<file path="src/rtl/button_conditioner.sv">
// Panel button front-end: synchronizes and debounces raw buttons, then turns each
// debounced level into press / long-press / release pulses plus the run/pause level.
module button_conditioner #(
  parameter int N_BTN       = 3,
  parameter int DEB_CYCLES  = 1000000,
  parameter int LONG_CYCLES = 100000000,
  parameter int CNT_W       = 27
) (
  input  logic             clk,
  input  logic             reset,
  input  logic             enable,
  input  logic             run_clear,
  input  logic [N_BTN-1:0] btn_raw,
  output logic [N_BTN-1:0] btn_level,
  output logic [N_BTN-1:0] press_pulse,
  output logic [N_BTN-1:0] long_pulse,
  output logic [N_BTN-1:0] release_pulse,
  output logic             run_level
);

  localparam logic [CNT_W-1:0] DEB_LAST  = CNT_W'(DEB_CYCLES - 1);
  localparam logic [CNT_W-1:0] LONG_LAST = CNT_W'(LONG_CYCLES - 1);
  localparam logic [CNT_W-1:0] CNT_ONE   = CNT_W'(1);

  typedef enum logic [1:0] {
    RELEASED = 2'd0,
    PRESSED  = 2'd1,
    HELD     = 2'd2
  } state_t;

  logic run_level_reg;

  genvar gi;
  generate
    for (gi = 0; gi < N_BTN; gi++) begin : g_btn
      logic             sync1_reg;
      logic             sync2_reg;
      logic             level_reg;
      logic [CNT_W-1:0] deb_cnt_reg;
      logic [CNT_W-1:0] hold_cnt_reg;
      state_t           state_reg;
      logic             press_reg;
      logic             long_reg;
      logic             release_reg;

      always_ff @(posedge clk or negedge reset) begin
        if (!reset) begin
          sync1_reg    <= 1'b0;
          sync2_reg    <= 1'b0;
          level_reg    <= 1'b0;
          deb_cnt_reg  <= '0;
          hold_cnt_reg <= '0;
          state_reg    <= RELEASED;
          press_reg    <= 1'b0;
          long_reg     <= 1'b0;
          release_reg  <= 1'b0;
        end else begin
          sync1_reg <= btn_raw[gi];
          sync2_reg <= sync1_reg;

          // Any return to the accepted level restarts the stability window.
          if (sync2_reg == level_reg) begin
            deb_cnt_reg <= '0;
          end else if (deb_cnt_reg == DEB_LAST) begin
            level_reg   <= sync2_reg;
            deb_cnt_reg <= '0;
          end else begin
            deb_cnt_reg <= deb_cnt_reg + CNT_ONE;
          end

          press_reg   <= 1'b0;
          long_reg    <= 1'b0;
          release_reg <= 1'b0;

          // The FSM keeps tracking while disabled; only the pulses are gated.
          case (state_reg)
            RELEASED: begin
              if (level_reg) begin
                state_reg    <= PRESSED;
                hold_cnt_reg <= '0;
                press_reg    <= enable;
              end
            end
            PRESSED: begin
              if (!level_reg) begin
                state_reg   <= RELEASED;
                release_reg <= enable;
              end else if (hold_cnt_reg == LONG_LAST) begin
                state_reg <= HELD;
                long_reg  <= enable;
              end else begin
                hold_cnt_reg <= hold_cnt_reg + CNT_ONE;
              end
            end
            HELD: begin
              if (!level_reg) begin
                state_reg   <= RELEASED;
                release_reg <= enable;
              end
            end
            default: state_reg <= RELEASED;
          endcase
        end
      end

      assign btn_level[gi]     = level_reg;
      assign press_pulse[gi]   = press_reg;
      assign long_pulse[gi]    = long_reg;
      assign release_pulse[gi] = release_reg;
    end
  endgenerate

  // Toggles on the cycle the start/pause press pulse is visible, so a clear
  // raised alongside that pulse takes priority.
  always_ff @(posedge clk or negedge reset) begin
    if (!reset) begin
      run_level_reg <= 1'b0;
    end else if (!enable || run_clear) begin
      run_level_reg <= 1'b0;
    end else if (press_pulse[0]) begin
      run_level_reg <= ~run_level_reg;
    end
  end

  assign run_level = run_level_reg;

endmodule
</file>
<file path="config.mk">
export PLATFORM = sky130hd
export DESIGN_NAME = button_conditioner
export DESIGN_NICKNAME = d
export VERILOG_FILES = /design/src/rtl/button_conditioner.sv
export SDC_FILE = /design/constraint.sdc
export NUM_CORES = 1
export LEC_CHECK = 0
export CAP_MARGIN = 25
export CORE_ASPECT_RATIO = 0.75
export CORE_MARGIN = 5
export CORE_UTILIZATION = 60
export CTS_BUF_LIST = sky130_fd_sc_hd__clkbuf_16
export CTS_CLUSTER_DIAMETER = 60
export CTS_CLUSTER_SIZE = 40
export DETAILED_ROUTE_END_ITERATION = 8
export PLACE_DENSITY = 0.77
export SETUP_SLACK_MARGIN = 0.05
export SYNTH_ARGS = -nofsm -noshare
export SYNTH_HDL_FRONTEND = slang
export SYNTH_SLANG_ARGS = --single-unit
</file>
<file path="constraint.sdc">
create_clock -name clk -period 2.97 [get_ports clk]
set_input_delay 0.594 -clock clk [delete_from_list [all_inputs] [get_ports clk]]
set_output_delay 0.594 -clock clk [all_outputs]
set_load 0.01 [all_outputs]
</file>
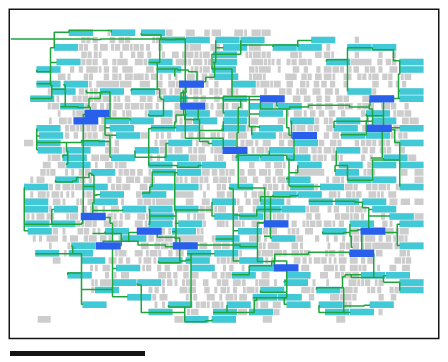
(run_1/clk_routes.png)
Bar = 50 um.
legend:
  green:
    item: clock wires
    length: 2160 um
  cyan:
    item: flip-flops
    count: 187
  blue:
    item: clock drivers
    count: 17
routed clock nets: 18
worst clock skew on the final layout: 0.00586 ns
clock share of power: 44.3%
worst skew pair latency: 0.43 ns
Clk. pwr: 2.13 mW

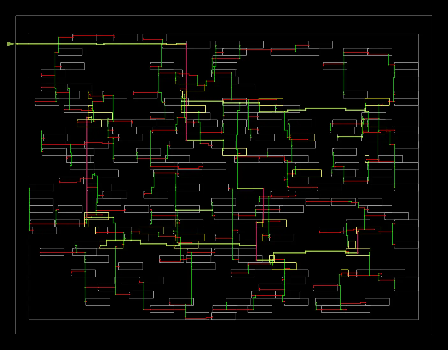
(run_1/clocks.png)
tally of clock buffers in the finished layout: 17
Num Clock Sinks: 187

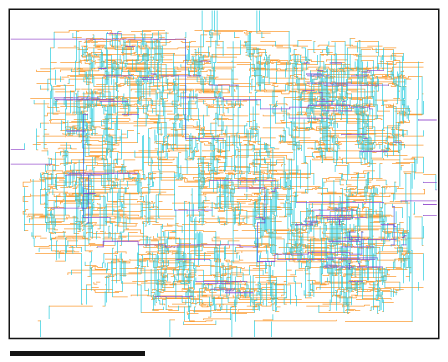
(run_1/wires.png)
Bar = 50 um.
legend:
  purple:
    layer: metal 3
    wire_length: 1030 um
  orange:
    layer: metal 1
    wire_length: 10100 um
  cyan:
    layer: metal 2
    wire_length: 8960 um
  blue:
    layer: metal 4
    wire_length: 147 um
total number of vias: 7752
total wire length: 20300 um
Routed wire per std cell: 15.9 um
total routing usage reported by global routing: 22.3%

==> impl_table.tex, run 1 <==
% Yosys + OpenROAD metrics
\begin{tabular}{lr}
\hline
Metric & Value \\
\hline
\multicolumn{2}{l}{\textbf{Synth}} \\
Post-synthesis async set-or-reset flop share & 100\% \\
Synthesis area per yosys & around 9900 um2 \\
Leading cell type by number of instances after synthesis & dfrtp\_1 \\
Number of synthesized flops with an enable pin & 0 \\
Share of the synthesized area in the top cell type & between 40\% and 50\% \\
Total standard cell area after synthesis & 9900 um2 \\
\multicolumn{2}{l}{\textbf{Finish}} \\
Multi-input combinational cell area & 4840 um2 \\
Top library cells by usage in the layout, fill and taps aside & dfrtp\_1 (187), nor2\_1 (144), nand2\_1 (92) \\
Footprint of the flip-flops and latches & around 4700 um2 \\
Non-filler cells, final & approximately 1300 \\
\multicolumn{2}{l}{\textbf{Setup path}} \\
Timing startpoint of the critical path & g\_btn[2].state\_reg[1]\$\_DFFE\_PN0P\_ \\
Logic depth of the worst setup path including buffers & 7 \\
Worst R2R End & g\_btn[2].hold\_cnt\_reg[13]\$\_DFFE\_PN0P\_ \\
Worst Reg-to-Reg Cells & 7 \\
Critical path startpoint category & flop \\
CP max stage cell & a311oi\_1 \\
\multicolumn{2}{l}{\textbf{Die}} \\
Chip area & just under 20000 um2 \\
Number of primary I/O pins & 20 \\
Die Y & roughly 120 um \\
Floorplan utilization & 61.5\% \\
\multicolumn{2}{l}{\textbf{Timing}} \\
Share of the clock period used by the worst path & about 82\% \\
RSZ-0062 raised after global routing & false \\
Final min period & 2.45 ns \\
Least setup slack across all paths after layout & $\sim$0.52 ns \\
Hold\_ws & 0.161 ns \\
Slew of the pin with the lowest slew margin & about 0.90 ns \\
Max-slew violations & 0 \\
\multicolumn{2}{l}{\textbf{Clock tree}} \\
Post-CTS setup repair buffer count & 0 \\
TritonCTS clock tree & built \\
Gates resized, CTS repair & 0 \\
\multicolumn{2}{l}{\textbf{Power and ir drop}} \\
Combinational power & roughly 0.11 mW \\
Maximum VDD drop & around 330 uV \\
Sequential logic power & between 2 and 3 mW \\
Total power of the final layout & around 4.8 mW \\
\multicolumn{2}{l}{\textbf{Detailed routing}} \\
Violation tally from detailed-route iteration zero & between 600 and 700 \\
Length of routed met3 wiring & 1030 um \\
Top layer reached by signal wires & met4 \\
Post-DR vias/cell & just over 6 \\
Wl on met1 & around 10000 um \\
Pre-Repair DR Iteration Count & 5 \\
\multicolumn{2}{l}{\textbf{Placement}} \\
Total half-perimeter wirelength after legalization and detailed placement & about 13000 um \\
\multicolumn{2}{l}{\textbf{Min path}} \\
Type of the most critical hold path & primary input to async pin \\
\multicolumn{2}{l}{\textbf{Outcome}} \\
Status & finished, final reports clean \\
\multicolumn{2}{l}{\textbf{Global route}} \\
Largest net degree at the start of global routing & between 70 and 80 \\
\hline
\end{tabular}
==> run 1: cell families (layout without fill, tap and decap cells) <==
kind of cell	after synthesis	in the layout	share of synthesized area, %
buffers and inverters	85	92	3.93
AND/OR/NAND/NOR	534	534	28.6
flip-flops	187	187	47.2
XOR/XNOR	101	101	8.93
AND-OR/OR-AND	127	127	8.20
adder cells (fa/ha/maj)	15	15	1.89
multiplexers	11	11	1.16
==> run 1: layout make-up <==
class / count / area share (%)
flip-flops and latches: 187 / 43.5
inverters: 27 / 0.943
repair buffers: 33 / 3.02
multi-input cells: 788 / 45.0
clock inverters: 15 / 1.11
well taps: 210 / 2.44
clock buffers: 17 / 3.96
==> run 2: changes to the inputs <==
clock period = 2.5 ns   (was 2.97 ns; I/O delays follow)
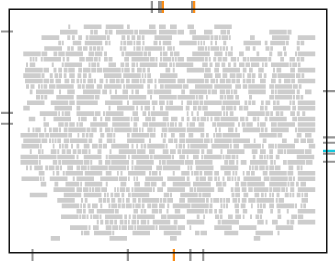
(run_2/io_placement.png)
Pins as bars across the die edge, other pins in grey.
legend:
  cyan:
    port: `enable`
    pins: 1
    direction: input
    edge: right
  orange:
    port: `btn_level`
    pins: 3
    direction: output
    edge: 2 top, 1 bottom
all pins by edge: 6 top, 6 right, 5 bottom, 3 left
port buffer count: 19
horizontal die size: 158 um

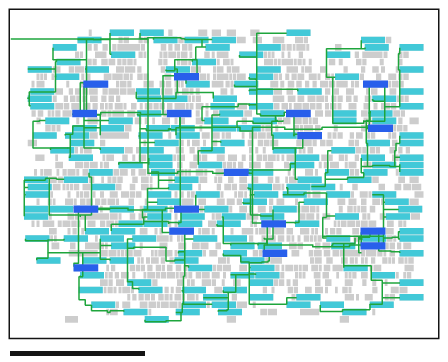
(run_2/clk_routes.png)
Bar = 50 um.
legend:
  blue:
    item: clock drivers
    count: 17
  green:
    item: clock wires
    length: 2220 um
  cyan:
    item: flip-flops
    count: 187
flops lie: widely spread
routed clock nets: 18
worst clock skew on the final layout: 0.00834 ns
clock share of power: 46.0%

==> impl_table.tex, run 2 <==
% Yosys + OpenROAD metrics
\begin{tabular}{lr}
\hline
Metric & Value \\
\hline
\multicolumn{2}{l}{\textbf{Outcome}} \\
Status & finished, final reports clean \\
\multicolumn{2}{l}{\textbf{Power and ir drop}} \\
Total power of the final layout & 5.91 mW \\
Maximum VDD drop & around 520 uV \\
Combinational power & 0.132 mW \\
\multicolumn{2}{l}{\textbf{Synth}} \\
Total standard cell area after synthesis & 9900 um2 \\
Post-synthesis async set-or-reset flop share & 100\% \\
Average cell area after synthesis & about 9.3 um2 \\
Synthesis area per yosys & approximately 10000 um2 \\
Share of the synthesized area in the top cell type & $\sim$47\% \\
Number of synthesized flops with an enable pin & 0 \\
Leading cell type by number of instances after synthesis & dfrtp\_1 \\
\multicolumn{2}{l}{\textbf{Min path}} \\
Type of the most critical hold path & primary input to async pin \\
\multicolumn{2}{l}{\textbf{Timing}} \\
Slew of the pin with the lowest slew margin & about 0.67 ns \\
RSZ-0062 raised after global routing & false \\
Share of the clock period used by the worst path & around 90\% \\
Hold\_ws & just over 0.05 ns \\
Max-slew violations & 0 \\
Final min period & approximately 2.3 ns \\
Least setup slack across all paths after layout & 0.192 ns \\
\multicolumn{2}{l}{\textbf{Detailed routing}} \\
Routed wire per std cell & 16.2 um \\
Post-DR vias/cell & just over 6 \\
Pre-Repair DR Iteration Count & 5 \\
Length of routed met3 wiring & around 1100 um \\
Total wire length & $\sim$21000 um \\
Wl on met1 & roughly 10000 um \\
Routed length on met2 & around 9300 um \\
Top layer reached by signal wires & met4 \\
Violation tally from detailed-route iteration zero & about 640 \\
\multicolumn{2}{l}{\textbf{Global route}} \\
First-pass GRT wire length & about 37000 um \\
Largest net degree at the start of global routing & about 66 \\
\multicolumn{2}{l}{\textbf{Die}} \\
Number of primary I/O pins & 20 \\
Floorplan utilization & 61.5\% \\
Chip area & about 19000 um2 \\
\multicolumn{2}{l}{\textbf{Clock tree}} \\
Post-CTS setup repair buffer count & 0 \\
Worst skew pair latency & 0.44 ns \\
TritonCTS clock tree & built \\
Clock slew seen by the registers of the worst setup and hold paths & about 0.070 ns \\
\multicolumn{2}{l}{\textbf{Finish}} \\
Fraction of final layout cells with drive strength greater than 1 & approximately 8.4\% \\
Top library cells by usage in the layout, fill and taps aside & dfrtp\_1 (187), nor2\_1 (144), nand2\_1 (91) \\
Non-filler cells, final & between 1000 and 1500 \\
\multicolumn{2}{l}{\textbf{Setup path}} \\
CP max stage cell & or4\_1 \\
Crit-path cells & inv\_1, ha\_1, and3\_1, and4\_1, and2\_2, or4\_1, a21oi\_1 \\
Critical path startpoint category & flop \\
Worst Reg-to-Reg Cells & 7 \\
Logic depth of the worst setup path including buffers & 7 \\
Capturing element of the worst setup path & g\_btn[0].hold\_cnt\_reg[10]\$\_DFFE\_PN0P\_ \\
\multicolumn{2}{l}{\textbf{Placement}} \\
Total half-perimeter wirelength after legalization and detailed placement & between 10000 and 15000 um \\
\hline
\end{tabular}
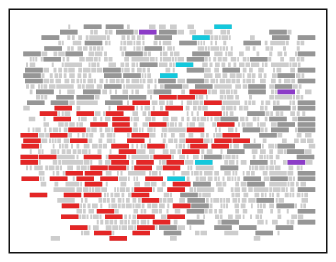
(run_2/flops_by_reg.png)
Other sequential cells in the stronger grey, the rest of the logic in the fainter grey.
legend:
  red:
    netlist_name: `g_btn.deb_cnt_reg`
    flops: 81
  cyan:
    netlist_name: `g_btn.state_reg`
    flops: 6
  purple:
    netlist_name: `g_btn.long_reg`
    flops: 3
not coloured: 97
share of cell area taken by flip-flops and latches: 42.9%
sequential logic power: 3.06 mW

run 2: cell counts after synthesis:
No cell type changed its count.
run 2: cell type report:
class,count,area [um2],share of cell area [%]
flip-flops and latches,187,4680,42.9
clock buffers,17,425,3.90
clock inverters,15,158,1.44
well taps,210,263,2.41
inverters,27,101,0.928
multi-input cells,788,4850,44.4
repair buffers,49,444,4.07
run 2: timing repair:
item                       in CTS  in global routing
resized                         0                  4
hold endpoints to repair        0                  0
setup endpoints to repair       0                 17
run 2: cell families after synthesis:
group / Yosys count / share of synthesized area, %
AND/OR/NAND/NOR: 534 / 28.6
flip-flops: 187 / 47.2
AND-OR/OR-AND: 127 / 8.20
XOR/XNOR: 101 / 8.93
buffers and inverters: 85 / 3.93
adder cells (fa/ha/maj): 15 / 1.89
multiplexers: 11 / 1.16
No activity file was given, so power comes from the tool's default toggle rates.
